==> src/rtl/seq_ctrl.sv <==
// Instruction sequencer: steps each decoded instruction through FETCH, DECODE,
// EXEC, optional MEM and WB, maintaining the PC, the retired count and the strobes.
module seq_ctrl #(
    parameter int MEM_TIMEOUT = 15
) (
    input  logic        clk,
    input  logic        rst_i,
    input  logic        start_i,
    input  logic [15:0] start_address_i,
    input  logic [1:0]  format_i,
    input  logic [3:0]  opcode_i,
    input  logic        imm_flag_i,
    input  logic        branch_taken_i,
    input  logic [15:0] target_i,
    input  logic        mem_ready_i,
    output logic [15:0] pc_o,
    output logic        ir_load_o,
    output logic        alu_src_imm_o,
    output logic        reg_we_o,
    output logic        mem_req_o,
    output logic        mem_we_o,
    output logic        busy_o,
    output logic        halt_o,
    output logic        fault_o,
    output logic [15:0] retired_o
);

    typedef enum logic [2:0] {
        IDLE   = 3'd0,
        FETCH  = 3'd1,
        DECODE = 3'd2,
        EXEC   = 3'd3,
        MEM    = 3'd4,
        WB     = 3'd5,
        HALT   = 3'd6
    } state_t;

    localparam logic [1:0] FMT_ALU_REG = 2'b00;
    localparam logic [1:0] FMT_ALU_IMM = 2'b01;
    localparam logic [1:0] FMT_MEM     = 2'b10;
    localparam logic [1:0] FMT_CTRL    = 2'b11;
    localparam logic [7:0] TIMEOUT     = 8'(MEM_TIMEOUT);

    state_t      state_q, state_d;
    logic [15:0] pc_q, pc_d;
    logic [15:0] retired_q, retired_d;
    logic [1:0]  fmt_q, fmt_d;
    logic [3:0]  op_q, op_d;
    logic        branch_q, branch_d;
    logic [7:0]  wait_cnt_q, wait_cnt_d;
    logic        fault_q, fault_d;
    logic        ir_load_q, ir_load_d;
    logic        alu_imm_q, alu_imm_d;
    logic        reg_we_q, reg_we_d;
    logic        mem_req_q, mem_req_d;
    logic        mem_we_q, mem_we_d;
    logic        busy_q, busy_d;
    logic        halt_q, halt_d;

    always_comb begin
        state_d    = state_q;
        pc_d       = pc_q;
        retired_d  = retired_q;
        fmt_d      = fmt_q;
        op_d       = op_q;
        branch_d   = branch_q;
        wait_cnt_d = wait_cnt_q;
        fault_d    = fault_q;

        if (start_i) begin
            state_d = FETCH;
            pc_d    = start_address_i;
            fault_d = 1'b0;
        end else begin
            case (state_q)
                FETCH: state_d = DECODE;
                DECODE: begin
                    fmt_d   = format_i;
                    op_d    = opcode_i;
                    state_d = (format_i == FMT_CTRL && opcode_i == 4'hF) ? HALT : EXEC;
                end
                EXEC: begin
                    branch_d   = (fmt_q == FMT_CTRL) &&
                                 ((op_q == 4'h0 && branch_taken_i) || op_q == 4'h1);
                    wait_cnt_d = 8'd0;
                    state_d    = (fmt_q == FMT_MEM) ? MEM : WB;
                end
                MEM: begin
                    if (mem_ready_i) begin
                        state_d = WB;
                    end else begin
                        wait_cnt_d = wait_cnt_q + 8'd1;
                        if (wait_cnt_d == TIMEOUT) begin
                            fault_d = 1'b1;
                            state_d = HALT;
                        end
                    end
                end
                WB: begin
                    pc_d      = branch_q ? target_i : pc_q + 16'd1;
                    retired_d = retired_q + 16'd1;
                    state_d   = FETCH;
                end
                default: state_d = state_q;
            endcase
        end

        // Strobes decode the state being entered so they appear registered with it.
        ir_load_d = (state_d == FETCH);
        busy_d    = (state_d == FETCH) || (state_d == DECODE) || (state_d == EXEC) ||
                    (state_d == MEM) || (state_d == WB);
        halt_d    = (state_d == HALT);
        alu_imm_d = (state_d == EXEC) && (imm_flag_i || fmt_d == FMT_ALU_IMM);
        mem_req_d = (state_d == MEM);
        mem_we_d  = (state_d == MEM) && op_d[0];
        reg_we_d  = (state_d == WB) &&
                    (fmt_d == FMT_ALU_REG || fmt_d == FMT_ALU_IMM ||
                     (fmt_d == FMT_MEM && !op_d[0]));
    end

    always_ff @(posedge clk or posedge rst_i) begin
        if (rst_i) begin
            state_q    <= IDLE;
            pc_q       <= 16'd0;
            retired_q  <= 16'd0;
            fmt_q      <= 2'b00;
            op_q       <= 4'd0;
            branch_q   <= 1'b0;
            wait_cnt_q <= 8'd0;
            fault_q    <= 1'b0;
            ir_load_q  <= 1'b0;
            alu_imm_q  <= 1'b0;
            reg_we_q   <= 1'b0;
            mem_req_q  <= 1'b0;
            mem_we_q   <= 1'b0;
            busy_q     <= 1'b0;
            halt_q     <= 1'b0;
        end else begin
            state_q    <= state_d;
            pc_q       <= pc_d;
            retired_q  <= retired_d;
            fmt_q      <= fmt_d;
            op_q       <= op_d;
            branch_q   <= branch_d;
            wait_cnt_q <= wait_cnt_d;
            fault_q    <= fault_d;
            ir_load_q  <= ir_load_d;
            alu_imm_q  <= alu_imm_d;
            reg_we_q   <= reg_we_d;
            mem_req_q  <= mem_req_d;
            mem_we_q   <= mem_we_d;
            busy_q     <= busy_d;
            halt_q     <= halt_d;
        end
    end

    assign pc_o          = pc_q;
    assign retired_o     = retired_q;
    assign ir_load_o     = ir_load_q;
    assign alu_src_imm_o = alu_imm_q;
    assign reg_we_o      = reg_we_q;
    assign mem_req_o     = mem_req_q;
    assign mem_we_o      = mem_we_q;
    assign busy_o        = busy_q;
    assign halt_o        = halt_q;
    assign fault_o       = fault_q;

endmodule

==> config.mk <==
export PLATFORM = sky130hd
export DESIGN_NAME = seq_ctrl
export DESIGN_NICKNAME = d
export VERILOG_FILES = /design/src/rtl/seq_ctrl.sv
export SDC_FILE = /design/constraint.sdc
export NUM_CORES = 1
export LEC_CHECK = 0
export ABC_AREA = 1
export CAP_MARGIN = 20
export CORE_MARGIN = 1
export CORE_UTILIZATION = 35
export CTS_BUF_LIST = sky130_fd_sc_hd__clkbuf_8
export DETAILED_ROUTE_END_ITERATION = 16
export HOLD_SLACK_MARGIN = 0.05
export PLACE_DENSITY_LB_ADDON = 0.1
export SYNTH_ARGS = -nofsm -noshare
export SYNTH_HDL_FRONTEND = slang
export SYNTH_SLANG_ARGS = --single-unit
==> constraint.sdc <==
create_clock -name clk -period 5.3 [get_ports clk]
set_input_delay 1.06 -clock clk [delete_from_list [all_inputs] [get_ports clk]]
set_output_delay 1.06 -clock clk [all_outputs]
set_load 0.02 [all_outputs]
==> results.tsv <==
stage	metric	value	unit
sta	worst slew pin tran	0.773	ns
finish	most frequent logic cell in the layout	nand2_1	
finish	logic area	1630	sq um
worst_hold_path	Hold Crit Depth	1	
setup_path	CP Data Arrival Time	3.41	ns
finish	area growth from synthesis to layout	35.5	%
logic_synthesis	Mux area share	0.00680	
cts	Worst-path clk slew	0.06	ns
logic_synthesis	Synth area leader	dfrtp_1	
cts	Num Clock Sinks	58	
cts	clock root buffer	clkbuf_8	
setup_path	Critical Path Start Type	input pin	
outcome	outcome	completed	
finish	FILL cells	889	
logic_synthesis	Synth Flop Type	dfrtp_1	
pwr	Leak Pwr	2.06	nW
setup_path	slowest CP cell	clkdlybuf4s50_1	
drt	Routed Antenna Nets	0	
logic_synthesis	syn avg cell area	8.24	sq um
finish	Inverters, non-clock	50	
logic_synthesis	Syn Inst Count	402	
setup_path	R2R depth	7	
logic_synthesis	Yosys top cell area share	0.438	
global_route	total gr overflow	0	
die	# rows	35	
setup_path	Setup crit end	pc_o[9]$_DFFE_PP0P_	
pwr	Psw	0.000681	W
cts	Worst-Skew Late Latency	0.34	ns
cts	H-tree depth	3	
logic_synthesis	Yosys Instances	402	
worst_hold_path	Hold Path End	retired_o[15]$_DFFE_PP0P_	
setup_path	most used cell, CP	nand2_1	
setup_path	CP Buf/Inv Count	3	
finish	ratio of cells with drive above 1 in the final layout	0.105	
logic_synthesis	Adders+Majority by Area	0.0151	
flow_run	Max Cap Viol	0	
pwr	Flop pwr share	0.376	
cts	TritonCTS clock tree	built	
finish	Comb gates	285	
sta	RSZ-0062 raised after global routing	false	
finish	Nets	536	
global_route	GRT met3 Usage	0.0520	
sta	Period Utilization, post-route	0.599	
finish	register area	1450	sq um
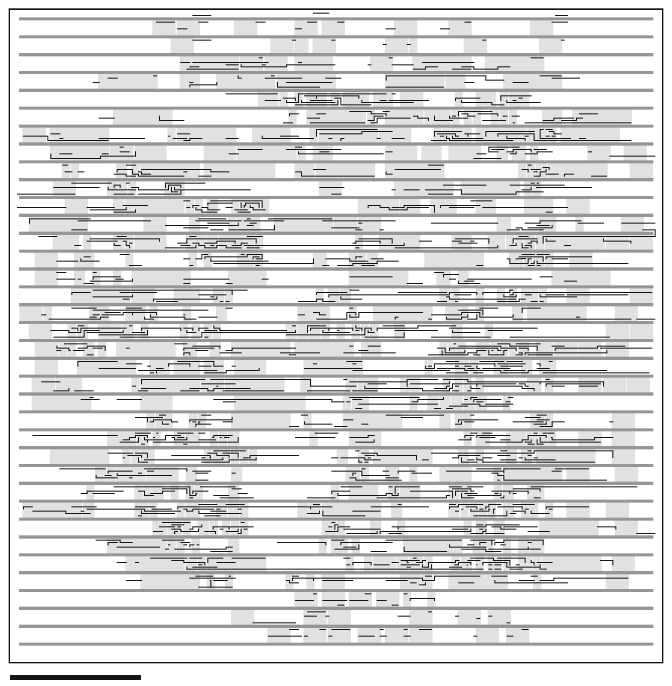
(images/layer_met1.png)
The bar under the picture is 20 microns long. Supply wires on this layer in gray.
share of all routed wire	45%
longest straight run	45.1 microns
nets with wire on the layer	465
main direction	horizontal
wire length on this layer	3,760 microns
Vias: 3,012
met1 usage: 0.237
final wirelength: 8440 microns

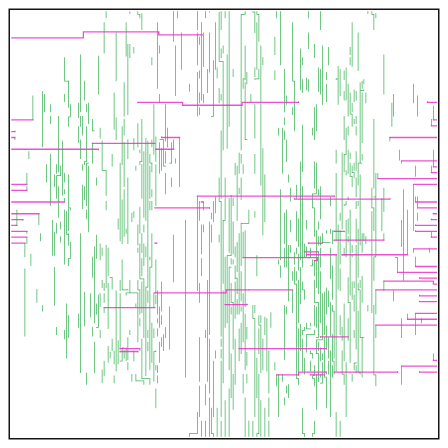
(images/wires.png)
Two of the layers only.
color	layer	wire length
magenta	metal 3	577 microns
green	metal 2	4,010 microns
Tot GR Track Use: 0.185
drt wl/cell: 14.0 microns

Power figures rest on the tool's default switching activity, not on a simulated workload.
